--- src/rtl/coreir_stream_pkg.sv ---
// coreir_stream_pkg: shared helpers and FSM state type for the streaming width converters.
package coreir_stream_pkg;

    typedef enum logic {EMPTY, BUSY} state_t;

    function automatic int clog2(input int v);
        int r;
        r = 0;
        while ((1 << r) < v) r++;
        return r;
    endfunction

    // Index width for a counter over n lanes; never narrower than one bit.
    function automatic int idx_width(input int n);
        return clog2(n) > 1 ? clog2(n) : 1;
    endfunction

endpackage

--- src/rtl/slice_lane_mux.sv ---
// slice_lane_mux: selects lane idx (OUT_WIDTH bits) out of an IN_WIDTH word.
module slice_lane_mux
    import coreir_stream_pkg::*;
#(
    parameter int IN_WIDTH  = 16,
    parameter int OUT_WIDTH = 4,
    localparam int N  = IN_WIDTH / OUT_WIDTH,
    localparam int IW = idx_width(N)
) (
    input  logic [IN_WIDTH-1:0]  word,
    input  logic [IW-1:0]        idx,
    output logic [OUT_WIDTH-1:0] slice
);

    always_comb begin
        slice = '0;
        for (int k = 0; k < N; k++)
            if (idx == IW'(k)) slice = word[k*OUT_WIDTH +: OUT_WIDTH];
    end

endmodule

--- src/rtl/slice_unpacker.sv ---
// slice_unpacker: splits each accepted IN_WIDTH word into IN_WIDTH/OUT_WIDTH slices, LSB slice first.
module slice_unpacker
    import coreir_stream_pkg::*;
#(
    parameter int IN_WIDTH  = 16,
    parameter int OUT_WIDTH = 4
) (
    input  logic                 clk,
    input  logic                 rst,
    input  logic [IN_WIDTH-1:0]  in_data,
    input  logic                 in_valid,
    output logic                 in_ready,
    output logic [OUT_WIDTH-1:0] out_data,
    output logic                 out_valid,
    input  logic                 out_ready,
    output logic                 out_last
);

    localparam int N  = IN_WIDTH / OUT_WIDTH;
    localparam int IW = idx_width(N);

    state_t               state;
    logic [IW-1:0]        idx;
    logic [IN_WIDTH-1:0]  word_q;
    logic [OUT_WIDTH-1:0] lane;

    slice_lane_mux #(.IN_WIDTH(IN_WIDTH), .OUT_WIDTH(OUT_WIDTH)) u_mux (
        .word (word_q),
        .idx  (idx),
        .slice(lane)
    );

    assign out_valid = state == BUSY;
    assign out_data  = out_valid ? lane : '0;
    assign out_last  = out_valid && idx == IW'(N - 1);
    // Reloading on the final slice keeps back-to-back words bubble-free.
    assign in_ready  = state == EMPTY || (out_ready && out_last);

    always_ff @(posedge clk) begin
        if (rst) begin
            state  <= EMPTY;
            idx    <= '0;
            word_q <= '0;
        end else if (state == EMPTY) begin
            if (in_valid) begin
                word_q <= in_data;
                idx    <= '0;
                state  <= BUSY;
            end
        end else if (out_ready) begin
            if (!out_last) begin
                idx <= idx + 1'b1;
            end else if (in_valid) begin
                word_q <= in_data;
                idx    <= '0;
            end else begin
                idx   <= '0;
                state <= EMPTY;
            end
        end
    end

endmodule

--- config.mk ---
export PLATFORM = sky130hd
export DESIGN_NAME = slice_unpacker
export DESIGN_NICKNAME = d
export VERILOG_FILES = /design/src/rtl/coreir_stream_pkg.sv /design/src/rtl/slice_lane_mux.sv /design/src/rtl/slice_unpacker.sv
export SDC_FILE = /design/constraint.sdc
export NUM_CORES = 1
export LEC_CHECK = 0
export ABC_AREA = 1
export CORE_ASPECT_RATIO = 0.9
export CORE_MARGIN = 2
export CORE_UTILIZATION = 40
export CTS_CLUSTER_SIZE = 20
export DETAILED_ROUTE_END_ITERATION = 10
export GPL_TIMING_DRIVEN = 0
export PLACE_DENSITY = 0.67
export SKIP_LAST_GASP = 1
export SLEW_MARGIN = 20
export SYNTH_ARGS = -nofsm -noshare
export SYNTH_HDL_FRONTEND = slang
export SYNTH_SLANG_ARGS = --single-unit
--- constraint.sdc ---
create_clock -name clk -period 3.3 [get_ports clk]
set_input_delay 0.495 -clock clk [delete_from_list [all_inputs] [get_ports clk]]
set_output_delay 0.495 -clock clk [all_outputs]
set_load 0.1 [all_outputs]
==> run_1/gates.png <==
Scale: 6 px per micron.
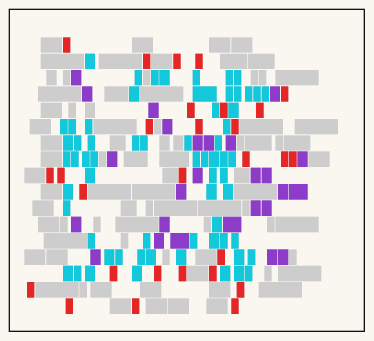
Key: inv cells = red [cells 28]; nand cells = cyan [cells 64]; aoi and oai cells = purple [cells 26]

==> run_1/congestion_map.png <==
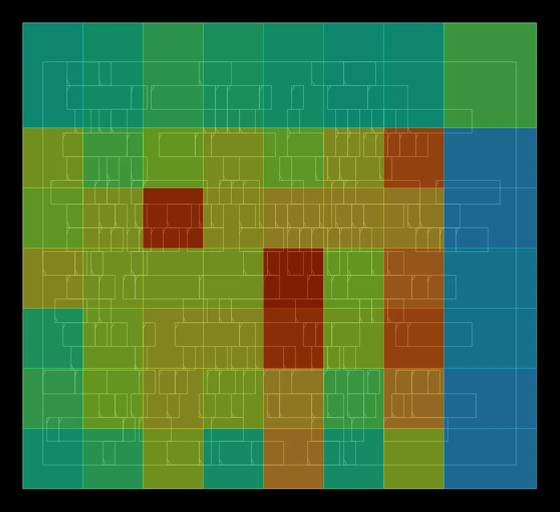
GRT met1 Usage: 24.9%
Total Routing Usage GR: 19.8%
layer with the highest usage: met2
met2 layer usage reported by global route: 33.0%

==> run_1/port_trees.png <==
Scale: 8 px per micron.
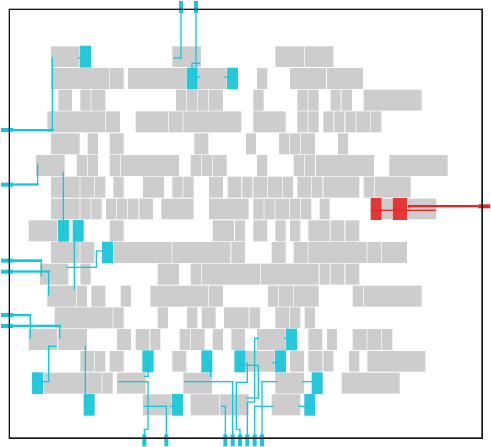
Key: `rst` = red [bits 1, direction input, end cells 2, wire 17.2 microns]; `in_data` = cyan [bits 16, direction input, end cells 16, wire 190 microns]
buffers added on ports: 25
Boundary Pins: 27

==> notes.md, run 1 <==
The implementation run finished. Before placement the cells fill 43.3% of the core. The area fraction of the largest cell type after synthesis is 35.0%. Headroom to the max-slew limit landed at 34.9%. Between clock sinks in the finished design, the worst skew comes to 0.00440 ns. After synthesis, the mean cell area works out to 6.46 sq um.

Per the CTS log, the maximum H-tree level is 1. Looking at the critical path, the single cell with the biggest stage delay is sky130_fd_sc_hd__clkdlybuf4s50_1. In this run, the number of DRC markers left after iteration 0 of detailed routing was 23. The chip area line in the Yosys stat output reads 0.00109 sq mm. In this run the static leakage power is 0.000701 uW. The worst setup path is launched from a flop. Number of DRC violations after detailed routing landed at 0. The layout summary lists the proportion of cells stronger than drive strength 1 as 7.61%.

The report lists the power per cell area as 393 mW/mm^2. Highest net fanout along the worst path landed at 8. Number of failing setup endpoints in the final timing report landed at 0.

For reference, the top cells by area after synthesis are sky130_fd_sc_hd__dfxtp_1 (35%), sky130_fd_sc_hd__nand2_1 (15%), sky130_fd_sc_hd__a21oi_1 (11%). Sequential cells were found to cover 35.0% of the synthesized design area. In the hold timing report, the worst path depth is 2. TritonCTS built the clock tree.

The min-delay analysis places its worst path in the category reg -> reg. Entering global routing, the biggest net connects 11 pins. The gate-level netlist out of Yosys references 15 unique cell types.

The clock network burns 21.6% of the power. STA lists the startpoint of the worst register-to-register path as idx[0]$_SDFFE_PP0P_. Fraction of power spent switching nets landed at 34.4%.

Looking at area per cell type in the netlist, the leader is sky130_fd_sc_hd__dfxtp_1. The repair_antennas step left the layout with diodes totalling 0. The via count of the first global-routing pass came to 1068. In the final layout, the fill cell count is 258. The group that draws the most power in this run is sequential cells. Hold buffer count at cts landed at 0. Summed over the clock group, the power is 119 uW. The final route contains 1121 vias.

The net count after synthesis is 192. The layout report lists the multi-input gate area as 533 sq um. The most common logic cell in the final layout is sky130_fd_sc_hd__nand2_1. Arithmetic-cell share of the synthesized area counting full adders, half adders and majority gates landed at 4.61%. Buffers added to address setup during post-CTS repair amount to 0.

VDD sags by at most 230 uV. For met3 alone, demand over resource in global routing was 5.62%. In this run the critical register-to-register path is captured at word_q[7]$_SDFFE_PP0P_. Internal power comes to 361 uW. Reported combinational group power landed at 170 uW.

Counting the warning lines in the Yosys log gives 0. Insertion delay of the later-clocked pin in the worst-skew pair landed at 0.29 ns. The first global-routing pass estimated 4.63 mm of wire. According to the finish report, the design has a final net count of 222. Highest clock frequency the design can meet landed at 318 MHz.

The tightest hold path in the finished design has a slack of 0.498 ns. Fraction of the mapped netlist area in compound gates landed at 13.0%. For reference, the critical path cell chain is inv_1 > ha_1 > clkbuf_1 > a21oi_1 > nand2_1 > nand2_1 > clkdlybuf4s50_1.

The timing report gives the biggest stage delay along the critical path as 1.13 ns. Summing all non-filler instances in the final layout gives an area of 0.00140 sq mm. Storage element area landed at 380 sq um. Routability congestion estimate from global placement landed at 0.819. Setup repair after global routing left no endpoint under its margin. The wire-length estimate of the detail-placed layout is 2.03 mm. Detailed placement reports a standard cell area of 0.00137 sq mm.

Looking at the clock tree report, the root buffer type is sky130_fd_sc_hd__clkbuf_4. For reference, the top logic cell family by area is simple AND/OR/NAND/NOR gates. Global-route congestion overflow total landed at 0. The count of nets left with antenna violations once routing finished came out at 0. The number of antenna violations at the first check in global routing was 0. Max-slew violation count landed at 0. Total design power landed at 550 uW. In this run the layout overhead on the synthesized area is reported as 28.7%. The first TritonRoute pass finished after 4 iterations. Number of standard cells after synthesis landed at 168. Hold violation total from the final report landed at 0.

Per STA, the endpoint of the critical path is out_data[0]. Looking at the setup timing report, the critical path kind is reg -> out. Setup TNS after final layout landed at 0 ns. Per the post-CTS timing run, clock transition at the registers of the reported paths is 0.10 ns. The final timing report gives a worst setup slack of 0.153 ns. Total number of placement rows landed at 17.

Utilization after layout landed at 55.7%. Non-filler instance count after layout landed at 225. The number of maximum-capacitance violations recorded for the run is 0. Critical path data required time landed at 2.80 ns. The worst register-to-register path has a depth of 6. Horizontal die dimension landed at 58.9 microns. The routed design shows a wire length per standard cell of 11.4 microns. STA classifies the critical path endpoint as an output port. Total clock buffers created by CTS landed at 3. The worst hold path begins at word_q[7]$_SDFFE_PP0P_. After synthesis the netlist holds a flip-flop and latch count of 19. Minimum clock period landed at 3.15 ns. Number of warnings in the stage logs landed at 29. The most common logic cells in the final layout are sky130_fd_sc_hd__nand2_1 (42), sky130_fd_sc_hd__inv_1 (27), sky130_fd_sc_hd__clkdlybuf4s50_1 (25). After layout, the worst path uses 95.4% of the clock period. Count of clock tree sinks landed at 19. The cell that appears most often on the critical path is sky130_fd_sc_hd__nand2_1. The analysis attributes to net switching a power of 189 uW. The floorplan step defined a die boundary enclosing 0.00315 sq mm. Per STA, the startpoint of the critical path is idx[0]$_SDFFE_PP0P_.

Total standard cell area after synthesis landed at 0.00109 sq mm. The longest clock path from root to sink contains 2 buffers. After synthesis, the share of cell area in mux cells is 0%. The vertical die dimension reported for this design is 53.4 microns. Yosys stat counts 168 cells in the synthesized netlist. Actual transition at the worst max-transition pin landed at 0.973 ns.

Final wirelength landed at 2.58 mm. Sequential cells account for 47.5% of the total power. Per report_power, the Sequential row totals 261 uW. Post-CTS resize count landed at 0.

Arrival time of the worst setup path landed at 2.65 ns. The timing report gives the worst reg2reg path a setup slack of 2.03 ns. Synthesized-area fraction occupied by xor and xnor cells landed at 0%.

Post-synthesis simple-gate area fraction landed at 31.5%. According to the floorplan report, the placeable core area is 0.00251 sq mm. Via-per-instance ratio landed at 4.98. Setup slack at placement landed at 0.302 ns. The number of placed instances, taps included, is 221. The flow reports that combinational logic draws 30.9% of the design power. The flow ran to the end, and the final reports show no timing, DRC or antenna violations.

The path with the worst hold slack has its endpoint at word_q[7]$_SDFFE_PP0P_.
run 1: cell families after synthesis:
| group | after synthesis |
|---|---|
| AND-OR/OR-AND | 26 |
| adder cells (fa/ha/maj) | 4 |
| buffers and inverters | 37 |
| flip-flops | 19 |
| AND/OR/NAND/NOR | 82 |
run 1: routing by layer:
| layer | vias to the layer above | wire length [microns] |
|---|---|---|
| li1 | 576 | - |
| met1 | 519 | 1210 |
| met2 | 24 | 1220 |
| met3 | 2 | 123 |
| met4 | 0 | 17 |
| met5 | - | 0 |
run 1: critical path: cells and delay by family (launching register included):
kind	cells	cell delay (ns)
buf+inv	3	1.41
fa+ha+maj	1	0.20
compound gates	1	0.18
flops	1	0.40
simple gates	2	0.18
run 1: state kept, by name (all words and copies together) (netlist names):
name       cells
word_q        16
out_valid      1
idx            2
run 1: synth_stat cells:
master                     number
sky130_fd_sc_hd__nand2_1       42
sky130_fd_sc_hd__inv_1         27
sky130_fd_sc_hd__a21oi_1       23
sky130_fd_sc_hd__nand3_1       21
sky130_fd_sc_hd__dfxtp_1       19
sky130_fd_sc_hd__nor2_1        18
sky130_fd_sc_hd__buf_2          4
sky130_fd_sc_hd__ha_1           4
sky130_fd_sc_hd__a21oi_2        3
sky130_fd_sc_hd__buf_6          2
sky130_fd_sc_hd__buf_4          1
sky130_fd_sc_hd__clkbuf_1       1
sky130_fd_sc_hd__clkbuf_8       1
sky130_fd_sc_hd__clkinv_1       1
sky130_fd_sc_hd__nand2_4        1
run 1: area by class of cell:
| type | count | share of cell area, % |
|---|---|---|
| Clock buffer | 4 | 1.88 |
| Inverter | 28 | 7.52 |
| Buffer | 9 | 4.83 |
| Sequential cell | 19 | 27.2 |
| Multi-Input combinational cell | 112 | 38.1 |
| Tap cell | 28 | 2.51 |
| Timing Repair Buffer | 25 | 17.9 |
==> run_1/route_heat.png <==
Scale: 6 px per micron. 12 x 11 tiles, from white (low) to dark blue (high), scaled to the fullest tile. Values are wire area over tile area, all layers added.
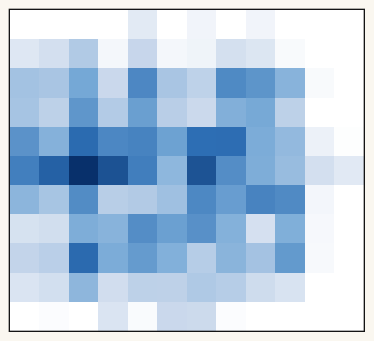

==> inputs of run 2 (changes only) <==
- CORE_UTILIZATION: 40 -> 52
- GPL_ROUTABILITY_DRIVEN: default -> 0
- PLACE_DENSITY: 0.67 -> 0.84
==> run_2/route_heat.png <==
Scale: 8 px per micron. 10 x 9 tiles, from white (low) to dark blue (high), scaled to the fullest tile. Values are wire area over tile area, all layers added.
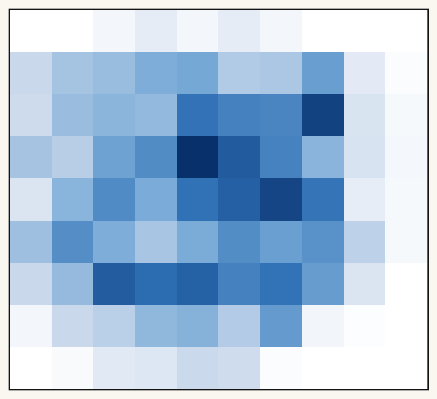
The emptiest ninth of the die: lower right. 30% of the tiles are over half the peak. The mean over all tiles is 0.17. 14% of the tiles are nearly empty.
via count: 1129
Total Routing Usage GR: 22.1%

==> run_2/clock_wires.png <==
Scale: 10 px per micron.
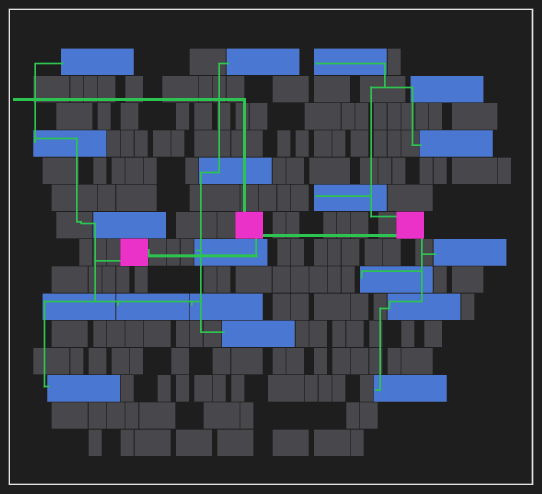
Key: flip-flops = blue [count 19]; clock wires = green [length 236 microns]; clock-net drivers = magenta [count 3]
There are 4 routed clock nets.

==> run 2 against run 1 <==
Maximum frequency is 0.13% lower; register-to-register slack got worse by 0.03 ns; routed wire length down 0.43%; non-clock buffer count did not move; total power is 0.32% higher; die area fell by 22%; clock skew up 0.00075 ns; first-iteration DRC count grew 78%.
==> notes.md, run 2 <==
The implementation run finished. The synthesized netlist was found by Yosys to have 168 cells. The main area contributors are sky130_fd_sc_hd__dfxtp_1 (35%), sky130_fd_sc_hd__nand2_1 (15%), sky130_fd_sc_hd__a21oi_1 (11%). The report lists the number of cells resized after CTS as 0.

The worst-case reg-to-reg setup slack stands at 2.00 ns. At the later pin of the worst-skew pair, clock insertion delay measures 0.30 ns. Routed metal-1 wirelength landed at 1.10 mm. Combinational group share of total power landed at 31.1%. The area fraction of the largest cell type after synthesis is 35.0%. The number of antenna diodes in the final layout is 0. STA lists the endpoint of the worst register-to-register path as word_q[9]$_SDFFE_PP0P_. Number of nets at floorplan landed at 192. Summing internal, switching and leakage power gives 551 uW. The count of cells in the finished layout, fillers not included, comes to 222.

The flow reports an fmax of 317 MHz. Setup repair after global routing left no endpoint under its margin. The synthesized netlist occupies a cell area of 0.00109 sq mm. Hold is met by 0.501 ns. Post-placement cell area landed at 0.00137 sq mm. TritonCTS built the clock tree. The arrival time of data at the worst endpoint is listed as 2.66 ns. The worst setup path is captured at an output port. The top cell type in the final layout, fill and taps aside, is sky130_fd_sc_hd__nand2_1. Counting every instance in the synthesized netlist gives 168. Checking max transition, the worst relative margin is 35.0%. Boundary pin count landed at 27.

Setup skew after layout landed at 0.00515 ns. Area of the synthesized netlist per yosys stat landed at 0.00109 sq mm. In the post-synthesis netlist, the cell with the most instances is sky130_fd_sc_hd__nand2_1. Setup slack at placement landed at 0.301 ns. Count of cells along the worst register-to-register path landed at 6. The die is 47.4 microns tall. Per the summary, power density relative to cell area is 395 mW/mm^2.

Setup TNS after final layout landed at 0 ns. Number of buffers added on ports landed at 25. The detailed router finished its first iteration with 41 violations.

Per the detail_route log, met3 wirelength is 147 microns. Actual transition at the worst max-transition pin landed at 0.973 ns. Number of different library cells in the post-synthesis netlist landed at 15. Number of warnings in the stage logs landed at 29. Total die size landed at 0.00247 sq mm. Number of antenna violations at the first check in global routing landed at 0.

In this run the worst hold path is classified as reg -> reg. Leakage power landed at 0.000721 uW. After detailed routing, the average wire length per cell comes to 11.5 microns. Number of maximum-capacitance constraint violations landed at 0. Via-per-instance ratio landed at 5.09. Sum of met2 wire segment lengths after detailed routing landed at 1.30 mm. For the worst reg-to-reg path, the startpoint reported by OpenROAD is idx[0]$_SDFFE_PP0P_.

The script parses the final routing iteration and logs DRC violations as 0. The run finished with clean final reports. Via count of the first global-routing pass landed at 967. Global routing used 39.2% of the available met2 tracks. The worst path needs 3.15 ns of the cycle, external delays included.

Area growth from synthesis to layout landed at 28.7%. Counting endpoints that fail hold in the final report gives 0. According to the timing report, the data required time at the worst endpoint equals 2.80 ns. In this run the top signal layer used is met4.

IR analysis of the VDD net gives a maximum drop of 276 uV. Max-slew violation count landed at 0. In the post-route analysis, the smallest setup slack over all paths is 0.149 ns. Fill cells in the final layout number 154.

Of the synthesized area, sequential elements account for 35.0%. Summed over all layers, the routed wires come to 2.56 mm. Number of register bits inferred by synthesis landed at 19.

Sequential power share landed at 47.2%. Summed over all nets, the half-perimeter wirelength after detailed placement is 1.96 mm. Of the available clock period, the critical path in the final layout requires 95.5%. The worst setup path is launched from a flop. Of the total power, the clock network draws 21.7%. Of all power groups, the one with the highest power is sequential cells. Looking at the clock tree report, the root buffer type is sky130_fd_sc_hd__clkbuf_4. The top cell types in the final layout, fill and taps aside, are sky130_fd_sc_hd__nand2_1 (42), sky130_fd_sc_hd__inv_1 (27), sky130_fd_sc_hd__clkdlybuf4s50_1 (24). Total number of placement rows landed at 15. The post-route netlist has 8.12% of its cells at a drive strength greater than 1.

According to the floorplan report, the die width is 52.2 microns. The launch point of the critical path was reported as idx[0]$_SDFFE_PP0P_. Post-CTS setup-driven buffer insertion count landed at 0. Maximum number of pins on one net before global-route repair landed at 12.

Number of buffers on the longest clock path landed at 2. Global routing consumed, on the met1 layer, 26.7% of the routing resources. First-pass GRT wire length landed at 3.97 mm. Counting flops per register, the top entry is word_q. Highest net fanout along the worst path landed at 8. Post-synth the commonest register cell is sky130_fd_sc_hd__dfxtp_1. Of all cell types, the one taking the most synthesized area is sky130_fd_sc_hd__dfxtp_1. Share of flip-flops with an asynchronous set or reset after synthesis landed at 0%. OpenSTA lists the critical path endpoint as out_data[2].

Tally of yosys warning messages landed at 0. Sequential power landed at 260 uW. Post-synth tally of flip-flops with integrated enable landed at 0. Global-route congestion overflow total landed at 0. Fraction of met3 tracks used by global routing landed at 7.64%. The first TritonRoute pass finished after 4 iterations.

The final report lists the setup-violating endpoint count as 0. Utilization after layout landed at 71.6%. Looking at the global route congestion table, the highest-usage layer is met2.

Dividing the synthesized area by the synthesized cell count gives 6.46 sq um. The count of nets left with antenna violations once routing finished came out at 0. Counting tap cells, the placed design contains a total of 218 instances. The synthesis run shows the most used standard cells to be sky130_fd_sc_hd__nand2_1 (42), sky130_fd_sc_hd__inv_1 (27), sky130_fd_sc_hd__a21oi_1 (23). Total clock buffers created by CTS landed at 3. Reported combinational group power landed at 171 uW.
==> run_2/gates.png <==
Scale: 8 px per micron.
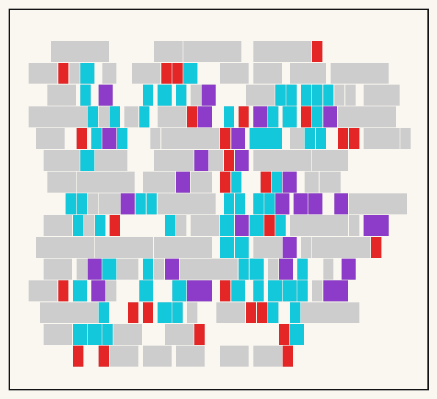
Key: inv cells = red [cells 28]; aoi and oai cells = purple [cells 26]; nand cells = cyan [cells 64]

-- run 2: cell type report --
type | instances | area [sq um] | share of cell area [%]
well taps | 25 | 31.3 | 2.24
inverters | 28 | 105 | 7.52
flip-flops and latches | 19 | 380 | 27.2
multi-input cells | 112 | 533 | 38.1
clock buffers | 3 | 22.5 | 1.61
clock inverters | 1 | 5.00 | 0.358
plain buffers | 9 | 67.6 | 4.83
repair buffers | 25 | 253 | 18.1
-- run 2: worst max-delay path, stage by stage (launching register included) --
cell and delay [ns]:
sky130_fd_sc_hd__dfxtp_1 0.39, sky130_fd_sc_hd__inv_1 0.09, sky130_fd_sc_hd__ha_1 0.19, sky130_fd_sc_hd__clkbuf_1 0.18, sky130_fd_sc_hd__a21oi_1 0.20, sky130_fd_sc_hd__nand2_1 0.09
sky130_fd_sc_hd__nand2_1 0.07, sky130_fd_sc_hd__clkdlybuf4s50_1 1.13
-- run 2: cells by family (layout without fill, tap and decap cells) --
family	Yosys count	after routing	share of synthesized area, %
simple gates	82	82	31.5
fa+ha+maj	4	4	4.61
compound gates	26	26	13.0
flops	19	19	35.0
buf+inv	37	66	15.9
-- run 2: worst min-delay path by stage --
stage	startpoint	end	cells after the start
floorplan	word_q[10]$_SDFFE_PP0P_	word_q[10]$_SDFFE_PP0P_	2
global placement	word_q[15]$_SDFFE_PP0P_	word_q[15]$_SDFFE_PP0P_	2
detailed placement	word_q[15]$_SDFFE_PP0P_	word_q[15]$_SDFFE_PP0P_	2
CTS	word_q[15]$_SDFFE_PP0P_	word_q[15]$_SDFFE_PP0P_	2
global route	word_q[10]$_SDFFE_PP0P_	word_q[10]$_SDFFE_PP0P_	2
finish	word_q[12]$_SDFFE_PP0P_	word_q[12]$_SDFFE_PP0P_	2
==> run_2/port_trees.png <==
Scale: 10 px per micron.
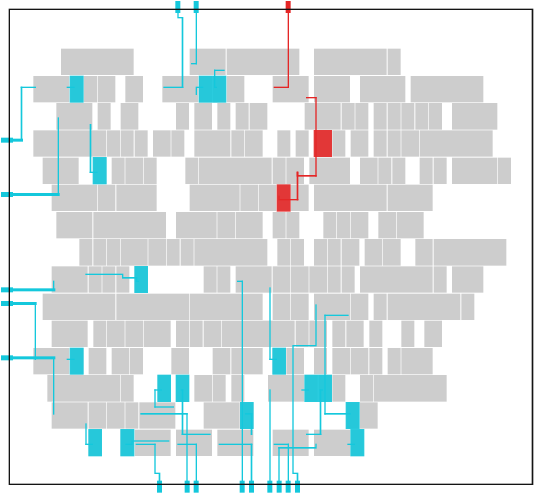

==> inputs of run 3 (changes only) <==
- ABC_AREA: 1 -> default
- CORE_UTILIZATION: 52 -> 51
- PLACE_DENSITY: 0.84 -> 0.83
==> run_3/port_trees.png <==
Scale: 10 px per micron.
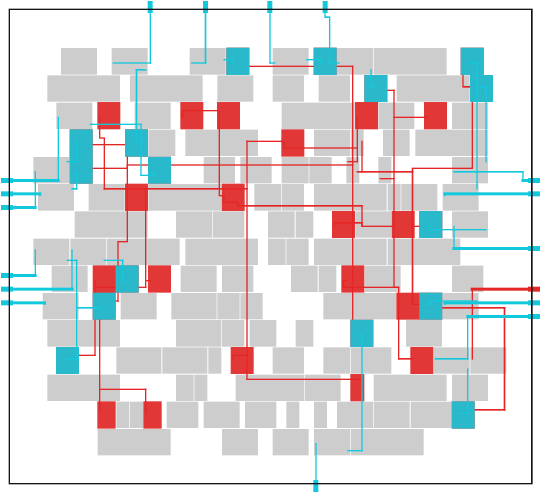
Key: `rst` = red [bits 1, direction input, end cells 35, wire 375 microns]; `in_data` = cyan [bits 16, direction input, end cells 16, wire 214 microns]
buffers added on ports: 26

==> run_3/gates.png <==
Scale: 8 px per micron.
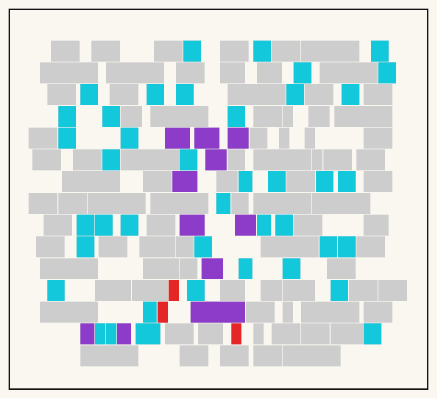
Key: nand cells = cyan [cells 41, where spread over the die]; inv cells = red [cells 3]; aoi and oai cells = purple [cells 11]
Commonest Layout Cell: sky130_fd_sc_hd__nand2b_1
non-filler cells in the finished layout: 165
multi-input logic portion of the cell area: 44.9%

==> run_3/congestion_map.png <==
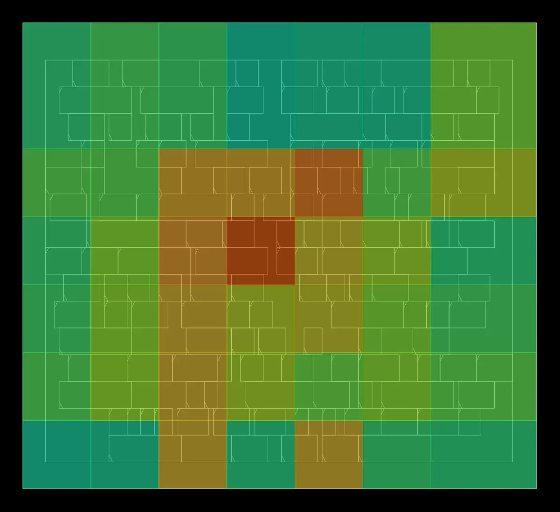
GR Layer Usage met3: 5.73%
Wirelength per Cell: 12.6 microns
GRT met1 Usage: 23.5%
fin util: 71.1%
met2 layer usage reported by global route: 33.9%

==> run 3 against run 2 <==
Cell count shrank 26%; routed wire length shrank 19%; utilization shrank 0.47 points; setup slack gained 0.14 ns; register-to-register slack lost 0.25 ns; largest cell class unchanged; die area shrank 0.25%; total power shrank 12%; clock power shrank 3%; synthesized area shrank 2.2%.
==> notes.md, run 3 <==
The implementation run finished. For the combinational group, total power comes out at 119 uW. Arrival time of the worst setup path landed at 2.52 ns. The die covers 0.00246 sq mm. Share of flip-flops with an asynchronous set or reset after synthesis landed at 0%.

Storage element area landed at 380 sq um. According to the Yosys statistics, the synthesized design has a chip area of 0.00106 sq mm. Insertion delay of the later-clocked pin in the worst-skew pair landed at 0.30 ns. Detailed-route iteration 0 reported a violation count of 8. STA classifies the critical path startpoint as a flop. The share of synthesized area in the top cell type comes to 35.8%.

Clock-pin slew on the worst setup and hold paths landed at 0.10 ns. The floorplan report gives the top-level pin count as 27. STA classifies the critical path endpoint as an output port. The endpoint identified for the worst register-to-register timing path is word_q[1]$_SDFFE_PP0P_. Per the CTS log, the root buffer master is sky130_fd_sc_hd__clkbuf_4. At the floorplan stage, the core utilization is reported as 55.0%. Number of DRC violations after detailed routing landed at 0. In this run the standard cell core region covers 0.00193 sq mm.

Number of logic stages on the critical path including buffering landed at 6. The register with the most flip-flops in the layout has 16 of them. In this run the tightest slew margin relative to its limit is 35.3%.

Hold violation total from the final report landed at 0. Part of the total power dissipated in the clock network landed at 23.8%. Switching power as a fraction of the total was reported as 28.5%. Overall power consumption after layout is estimated at 487 uW.

Footprint of the multi-input gates landed at 617 sq um. The library cells used most frequently in the layout, excluding fill and tap cells, are sky130_fd_sc_hd__nand2b_1 (33), sky130_fd_sc_hd__clkdlybuf4s50_1 (22), sky130_fd_sc_hd__dfxtp_1 (19). Per the synthesis report, the number of distinct cell types is 19. Post-placement cell area landed at 0.00135 sq mm. The min-delay analysis places its worst path in the category reg -> reg.

Clock network area share landed at 1.91%. Ratio of cells with drive above 1 in the final layout landed at 6.43%. Multi-input logic cell count landed at 82. Post-synth tally of flip-flops with integrated enable landed at 0. Setup repair after global routing left no endpoint under its margin. The detailed placer reported the number of placed instances as 161. Number of warnings in the stage logs landed at 30. Grouping stages by cell kind, the critical path spends the most delay in buffers and inverters. Highest clock frequency the design can meet landed at 332 MHz.

Clock network power for this build is 116 uW. Summed over all instances, the cell type with the most area after synthesis is sky130_fd_sc_hd__dfxtp_1. The main area contributors are sky130_fd_sc_hd__dfxtp_1 (36%), sky130_fd_sc_hd__nand2b_1 (19%), sky130_fd_sc_hd__mux2i_1 (16%). The flow ran to the end, and the final reports show no timing, DRC or antenna violations. After synthesis, the mean cell area works out to 9.66 sq um. Counting the warning lines in the Yosys log gives 0.

Highest ir drop seen on vdd landed at 256 uV. Setup TNS after final layout landed at 0 ns. The vertical die dimension reported for this design is 47.3 microns. In this run the worst path has a maximum fanout of 5. Delay contributed by the slowest stage of the critical path landed at 0.89 ns. Share of synthesized area spent on multiplexers landed at 16.0%. Number of clock-tree buffers in the layout landed at 4.

The most common cell in the synthesized netlist is sky130_fd_sc_hd__nand2b_1. Number of maximum-capacitance constraint violations landed at 0. Sequential area share after synthesis landed at 35.8%. For reference, the placement row count at floorplan is 15. Counting pins that exceed their max-slew limit in the final report gives 0. The flow reports power dissipated in sequential cells as 252 uW. For reference, the top cells by count after synthesis are sky130_fd_sc_hd__nand2b_1 (33), sky130_fd_sc_hd__dfxtp_1 (19), sky130_fd_sc_hd__mux2i_1 (17). After global routing the overflow that remains totals 0. Counting both buffers and inverters, the worst setup path holds a total of 2. Among all stages on the critical path, the largest delay is contributed by sky130_fd_sc_hd__dlygate4sd2_1. Measured along the x axis, the die boundary spans 52.1 microns.

Number of register bits inferred by synthesis landed at 19. Count of cells along the worst register-to-register path landed at 6. Level count of the clock H-tree landed at 1. The number of antenna diodes in the final layout is 0.

After layout, the worst setup slack is 0.286 ns. Number of nets at floorplan landed at 134. Ranked by flip-flop count, first place goes to word_q. Fraction of cell area in non-clock buffers landed at 22.5%.

After layout, the inverter instance count without clock inverters stands at 3. Number of failing setup endpoints in the final timing report landed at 0. Post-CTS setup-driven buffer insertion count landed at 0. Arithmetic-cell share of the synthesized area counting full adders, half adders and majority gates landed at 4.71%. Summing all non-filler instances in the final layout gives an area of 0.00138 sq mm. Per report_power, the sequential group accounts for 51.7% of the total. Cell internal power was estimated by the tool at 348 uW. The routed design could run at a clock period as short as 3.01 ns. Count of inserted tapcells landed at 25.

The first global-routing pass estimated 3.42 mm of wire. The largest cell class by area is logic gates. TritonCTS built the clock tree. After synthesis, the largest family of logic cells by area is simple AND/OR/NAND/NOR gates. Per STA, the endpoint of the critical path is out_data[3].

At the end of the flow, the number of nets in the layout was 165. Per the timing report, the most critical flop-to-flop path originates at idx[0]$_SDFFE_PP0P_. Via count of the first global-routing pass landed at 813.

Entering global routing, the biggest net connects 11 pins. Flop share of the area landed at 27.7%. Per the OpenROAD power report, leakage power amounts to 0.000544 uW. Of the total power, combinational logic draws 24.5%.

Fraction of the mapped netlist area in compound gates landed at 8.83%. Per the run report, area growth between synthesis and finish was 29.4%. Worst setup slack for register-to-register paths landed at 1.75 ns.

In this run the critical path is formed by inv_1 > ha_1 > nor2b_1 > a221oi_1 > o31ai_1 > dlygate4sd2_1. For this run, the detailed router reports a per-instance via density of 5.08. Tally of filler cells in the layout landed at 160. In this run the power density over the cells is 354 mW/mm^2. The final timing report lists clock skew as 0.00441 ns. Hold buffer count at cts landed at 0. Across every metal layer, demand over resource in global routing totals 19.3%. For reference, simple AND, OR, NAND and NOR cells occupy 28.5% of the area reported after synthesis.

Final wirelength landed at 2.08 mm. Actual transition at the worst max-transition pin landed at 0.967 ns. Count of plain and timing-repair buffers in the layout landed at 32. Number of standard cells after synthesis landed at 110. HPWL reported at the end of detailed placement landed at 1.57 mm. First-pass iteration count of the detailed router landed at 5. Once detail routing completed, the nets flagged for antenna violations numbered 0. Critical path data required time landed at 2.80 ns. In this run, CTS created clock tree buffers numbering 3. Total standard cell area after synthesis landed at 0.00106 sq mm.

Looking at the group totals, the largest power group turns out to be sequential cells. For this run, the leading register cell type out of synthesis is sky130_fd_sc_hd__dfxtp_1. After Yosys synthesis, XOR and XNOR cells account for 0% of the synthesized area. Total cells reported by yosys after synthesis landed at 110. Worst hold slack after final layout landed at 0.483 ns. Net switching power landed at 139 uW. The most critical setup path has its startpoint at idx[1]$_SDFFE_PP0P_. The number of antenna violations at the first check in global routing is 0.

Routed via count landed at 838. Count of flip-flops and latches landed at 19. The critical path is of the reg -> out type. No sink is reached through more buffers than the 2 on the longest clock path. Prior to clock tree synthesis, the placed netlist has a worst setup slack of 0.300 ns. The clock tree has to reach 19 sinks. Final critical-path share of the clock period landed at 91.3%. Post-CTS resize count landed at 4.
[run 3: netlist changes by cell type in the layout (fill, tap and decap cells not counted), sizes merged, moves of 4 or more]
cell         before  now
mux2i             0   17
nor2b             0    6
a221oi            0    4
nor2             18    2
a21oi            26    2
nand2b            0   33
dlygate4sd2       0    4
buf               7    3
inv              27    3
o31ai             0    4
nand2            43    2
nand3            21    5
[run 3: metal layers]
metal  up-vias  global-route usage, %  wire length, microns
met5         -                      0                     0
met4         0                   4.74                    17
met3         4                   5.73                   114
met2        19                   33.9                   977
met1       383                   23.5                   975
li1        432                      -                     -
[run 3: worst min-delay path by stage]
stage	from	endpoint	slack (ns)	cells past startpoint
2_1_floorplan	word_q[0]$_SDFFE_PP0P_	word_q[0]$_SDFFE_PP0P_	0.45	2
3_3_place_gp	word_q[7]$_SDFFE_PP0P_	word_q[7]$_SDFFE_PP0P_	0.46	2
3_5_place_dp	word_q[15]$_SDFFE_PP0P_	word_q[15]$_SDFFE_PP0P_	0.46	2
4_1_cts	word_q[15]$_SDFFE_PP0P_	word_q[15]$_SDFFE_PP0P_	0.48	2
5_1_grt	word_q[9]$_SDFFE_PP0P_	word_q[9]$_SDFFE_PP0P_	0.51	2
6_report	word_q[13]$_SDFFE_PP0P_	word_q[13]$_SDFFE_PP0P_	0.48	2
[run 3: worst register-to-register path, delay by kind of cell (launching register included)]
family,cells,cell delay (ns)
buffers and inverters,2,0.31
AND-OR/OR-AND,1,0.10
adder cells (fa/ha/maj),1,0.36
AND/OR/NAND/NOR,1,0.13
flip-flops,1,0.40
multiplexers,1,0.18
[run 3: cells by family (layout without fill, tap and decap cells)]
kind of cell | count (synthesis) | in the layout
compound gates | 11 | 11
fa+ha+maj | 4 | 4
buf+inv | 9 | 39
flops | 19 | 19
mux | 17 | 17
simple gates | 50 | 50
Power figures rest on the tool's default switching activity, not on a simulated workload.
